Figure 1. Wiring heat map.
The die is cut into 15 by 21 equal tiles; black is low, pale yellow is high, scaled to the fullest tile. Values are wire area over tile area, all layers added.
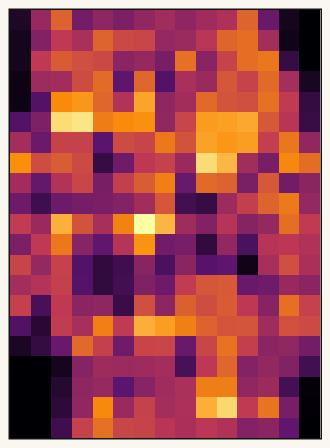
Figure 2. Sequential cells grouped by signal name.
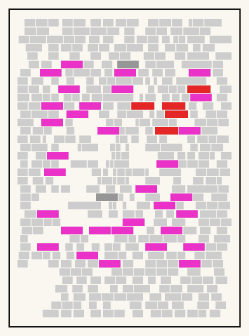
Figure 3. Placed standard cells.
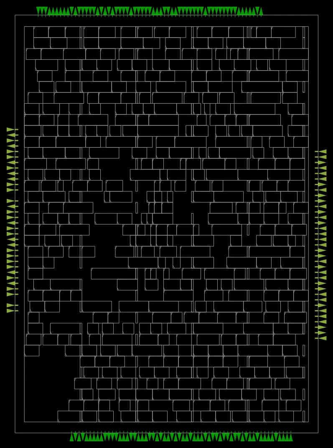
Figure 4. Metal 3.
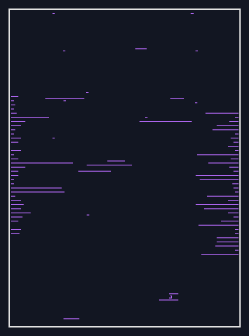
===== src/rtl/regfile_wb_arbiter.sv =====
// -----------------------------------------------------------------------------
// regfile_wb_arbiter
//
// Purpose:
//   Shares the single register-file write port between the ALU and LSU
//   writeback sources. Each cycle at most one source is granted, chosen by
//   round-robin when both request at once. The winning request is registered
//   onto the regfile write port (wen_a/addr_a/in_a), so a write lands one
//   cycle after its handshake. The in-flight write is also bypassed onto the
//   read path so decode sees the value being written in the same cycle.
//
// Ports:
//   clk_a, rst_a           clock and synchronous active-high reset
//   hold                   freeze: no grant while high
//   alu_valid/ready/addr/data   ALU writeback request channel
//   lsu_valid/ready/addr/data   LSU writeback request channel
//   wen_a, addr_a, in_a    registered regfile write port
//   rd_addr, rf_rd_data    read address and raw regfile read data
//   rd_data                read data after write bypass
// -----------------------------------------------------------------------------
module regfile_wb_arbiter #(
    parameter int AW = 5,
    parameter int DW = 32
) (
    input  logic          clk_a,
    input  logic          rst_a,
    input  logic          hold,
    input  logic          alu_valid,
    output logic          alu_ready,
    input  logic [AW-1:0] alu_addr,
    input  logic [DW-1:0] alu_data,
    input  logic          lsu_valid,
    output logic          lsu_ready,
    input  logic [AW-1:0] lsu_addr,
    input  logic [DW-1:0] lsu_data,
    output logic          wen_a,
    output logic [AW-1:0] addr_a,
    output logic [DW-1:0] in_a,
    input  logic [AW-1:0] rd_addr,
    input  logic [DW-1:0] rf_rd_data,
    output logic [DW-1:0] rd_data
);

    // Which source wins a tie on the next contested cycle.
    typedef enum logic {
        PRIO_ALU = 1'b0,
        PRIO_LSU = 1'b1
    } prio_e;

    prio_e         prio_q, prio_d;
    logic          wen_q,  wen_d;
    logic [AW-1:0] addr_q, addr_d;
    logic [DW-1:0] in_q,   in_d;

    logic grant_alu;
    logic grant_lsu;
    logic can_grant;

    always_comb begin
        can_grant = !rst_a && !hold;
        grant_alu = 1'b0;
        grant_lsu = 1'b0;
        prio_d    = prio_q;
        wen_d     = 1'b0;
        addr_d    = addr_q;
        in_d      = in_q;

        if (can_grant) begin
            if (alu_valid && lsu_valid) begin
                grant_alu = (prio_q == PRIO_ALU);
                grant_lsu = (prio_q == PRIO_LSU);
            end else begin
                grant_alu = alu_valid;
                grant_lsu = lsu_valid;
            end
        end

        // A request to x0 is still consumed (and moves the priority), but it
        // never raises wen_a; address/data keep their last written values.
        if (grant_alu) begin
            prio_d = PRIO_LSU;
            if (alu_addr != '0) begin
                wen_d  = 1'b1;
                addr_d = alu_addr;
                in_d   = alu_data;
            end
        end else if (grant_lsu) begin
            prio_d = PRIO_ALU;
            if (lsu_addr != '0) begin
                wen_d  = 1'b1;
                addr_d = lsu_addr;
                in_d   = lsu_data;
            end
        end
    end

    always_ff @(posedge clk_a) begin
        if (rst_a) begin
            prio_q <= PRIO_ALU;
            wen_q  <= 1'b0;
            addr_q <= '0;
            in_q   <= '0;
        end else begin
            prio_q <= prio_d;
            wen_q  <= wen_d;
            addr_q <= addr_d;
            in_q   <= in_d;
        end
    end

    assign alu_ready = grant_alu;
    assign lsu_ready = grant_lsu;
    assign wen_a     = wen_q;
    assign addr_a    = addr_q;
    assign in_a      = in_q;

    // The regfile only commits at the end of the cycle in which wen_a is
    // high, so a read of that register must be forwarded from the write port.
    // x0 is excluded so it always reads as the regfile's hard zero.
    assign rd_data = (wen_q && (addr_q == rd_addr) && (rd_addr != '0)) ? in_q : rf_rd_data;

endmodule


===== config.mk =====
export PLATFORM = sky130hd
export DESIGN_NAME = regfile_wb_arbiter
export DESIGN_NICKNAME = d
export VERILOG_FILES = /design/src/rtl/regfile_wb_arbiter.sv
export SDC_FILE = /design/constraint.sdc
export NUM_CORES = 1
export LEC_CHECK = 0
export CAP_MARGIN = 25
export CORE_ASPECT_RATIO = 1.4
export CORE_MARGIN = 2
export CORE_UTILIZATION = 35
export CTS_BUF_LIST = sky130_fd_sc_hd__clkbuf_8
export DETAILED_ROUTE_END_ITERATION = 10
export GPL_TIMING_DRIVEN = 0
export HOLD_SLACK_MARGIN = 0.06
export PLACE_DENSITY = 0.83
export SLEW_MARGIN = 20
export SYNTH_ARGS = -nofsm -noshare
export SYNTH_HDL_FRONTEND = slang
export SYNTH_SLANG_ARGS = --single-unit

===== constraint.sdc =====
create_clock -name clk_a -period 2.8 [get_ports clk_a]
set_clock_uncertainty 0.2 [all_clocks]
set_input_delay 0.56 -clock clk_a [delete_from_list [all_inputs] [get_ports clk_a]]
set_output_delay 0.56 -clock clk_a [all_outputs]
set_load 0.05 [all_outputs]

==> impl_metrics.tcl <==
# implementation run metrics
set metrics [dict create \
    whs_path_depth 1 \
    largestClassByArea "non-clock buffers" \
    ys_types 26 \
    status "finished, violations left" \
    required_ns 2.04 \
    gp_congestion 0.745 \
    nClkBuffers 6 \
    nWellTaps 95 \
    floorplan.core_util_pct 35.9 \
    cts-root-buf "clkbuf_8" \
    antenna_found_initial 0 \
    avgSynthCellArea_um2 10.4 \
    worstSetupEndpointType "output pin" \
    setup_viol 2 \
    combPwrFrac_pct 41.5 \
    grt_setup_unrepaired "true" \
    ys_area_um2 2470 \
    flop-count 39 \
    xor_share_pct 1.42 \
    comb_cells 166 \
    muxShareOfSynthArea_pct 29.1 \
    cts_num_sinks 39 \
    final-hold-violation-count 0 \
    die_y_um 103 \
    fin_crit_ns 2.81 \
    numCtsBuffers 5 \
    violations "setup timing" \
    fin_ws_ns -0.00909 \
    path_class "input port to output pin" \
    tool_warnings 27 \
    finalNetCount 555 \
    first_iter_violations 97 \
    dp_hpwl_um 7000 \
    worst_pin_slew_ns 0.729 \
    die_area_um2 7770 \
    clkCellAreaFrac_pct 2.39 \
    insertion_delay_ns 0.28 \
    drv_slew 0 \
    cts.reportedPaths.clkPinSlew_ns 0.07 \
    vias_per_cell 5.16 \
    row_count 36 \
    synth_area_um2 2470 \
    r2r_setup_slack_ns 0.55 \
    fin_crit_sh_pct 100 \
    yosysSeqAreaShare_pct 31.5 \
    design_power_total_w 0.00193 \
    drc 0 \
    grt_overflow_total 0 \
    comb_area_share_pct 33.7 \
    ir_drop_v 0.000296 \
    grt_max_degree 13 \
    power.density_nw_per_um2 391 \
    seq_share_pct 16.0 \
    fillCellCount 531 \
    max_slew_margin_pct 51.4 \
    power_leakage_nw 2.07 \
]
## Picture notes: Figure 1
nearly empty tiles: 4.4%
mean over tiles: 0.19
emptiest ninth of the die: south-west
fullest tile: 0.44
tiles over half the peak: 42%
WL/cell: 18.0 um
drt total wl: 9620 um

## Picture notes: Figure 2
| signal | color | flops |
|---|---|---|
| `addr_a` | red | 5 |
| `in_a` | magenta | 32 |
area occupied by registers: 787 um2
Final Util: 71.5%
Seq power: 0.000640 W

## Picture notes: Figure 3
Post-Layout Cell Count: 535
core region area: 6890 um2

## Picture notes: Figure 4
wire length on this layer: 408 um
share of all routed wire: 4.2%
nets with wire on the layer: 80
Via Count: 2,759
grt met3 use: 2.81%

[worst max-delay path: stages]
cell and delay, ns:
buf_8 0.10, o41ai_4 0.38, a211oi_4 0.10, buf_6 0.16, buf_12 0.13, buf_8 0.13, mux2_4 0.32, buf_8 0.15
[through the flow]
stage	TNS [ns]	instance area (um2)	util, %	setup slack (ns)	cells
floorplan	0	2470	-	0.0103	237
detailed placement	-37.98	4470	64.8	-1.21	519
finish	-0.0109	4930	71.5	-0.00909	535
CTS	0	4900	71.0	0.00809	535
global placement	-37.23	4470	64.8	-1.19	519
global route	-0.335	4930	71.5	-0.0354	535
[cells in the mapped netlist]
master | n | share of area, %
o211a_1 | 1 | 0.40
a211oi_1 | 62 | 19
inv_2 | 2 | 0.30
a21oi_1 | 1 | 0.20
nand2_1 | 3 | 0.45
xnor2_1 | 4 | 1.4
buf_8 | 2 | 1.2
buf_4 | 2 | 0.61
nand3_1 | 1 | 0.20
inv_1 | 2 | 0.30
nor3_1 | 2 | 0.40
a21o_1 | 1 | 0.30
clkbuf_1 | 12 | 1.8
nor4_1 | 1 | 0.25
buf_6 | 4 | 1.8
a21oi_2 | 1 | 0.35
or2_1 | 1 | 0.25
a211o_1 | 1 | 0.35
mux2i_1 | 36 | 15
nor2_1 | 3 | 0.45
o41ai_1 | 1 | 0.35
buf_2 | 8 | 1.6
a211oi_2 | 14 | 7.1
a311oi_1 | 1 | 0.35
dfxtp_1 | 39 | 32
mux2_1 | 32 | 15
[routing by layer]
metal | vias up | GRT usage (%) | wire (um)
met2 | 95 | 44.1 | 5330
met5 | - | 0 | 0
met1 | 1311 | 27.1 | 3660
met4 | 0 | 9.34 | 220
li1 | 1338 | - | -
met3 | 15 | 2.81 | 407
[logic make-up (layout without fill, tap and decap cells)]
| family | Yosys count | count (layout) |
|---|---|---|
| buffers and inverters | 32 | 235 |
| DFF | 39 | 39 |
| xor gates and xnor gates | 4 | 4 |
| and+or+nand+nor | 11 | 11 |
| muxes | 68 | 68 |
| AOI/OAI and AO/OA | 83 | 83 |
[power groups by stage]
stage | registers, W | logic, W | clock network (W)
floorplan | 0.000781 | 0.000282 | 0
global placement | 0.000647 | 0.000743 | 0
detailed placement | 0.000648 | 0.000754 | 0
CTS | 0.000638 | 0.000795 | 0.000498
global route | 0.000646 | 0.000840 | 0.000519
finish | 0.000640 | 0.000801 | 0.000488
[registers in the layout, indices dropped and copies added (netlist names)]
| name | cells |
|---|---|
| wen_a | 1 |
| prio_q | 1 |
| addr_a | 5 |
| in_a | 32 |
[final timing paths]
kind | startpoint | to
worst min register to register | prio_q$_SDFFE_PP0P_ | prio_q$_SDFFE_PP0P_
worst max register to register | prio_q$_SDFFE_PP0P_ | in_a[30]$_SDFFE_PP0P_
worst max-delay path | rd_addr[0] | rd_data[25]
worst min-delay path | prio_q$_SDFFE_PP0P_ | prio_q$_SDFFE_PP0P_
[what timing repair did]
item,CTS,global route
gates cloned,2,0
setup endpoints to repair,34,34
buffers inserted,7,0
resized,300,7
pin swaps,9,3
Power is estimated from default activity; no workload was simulated.
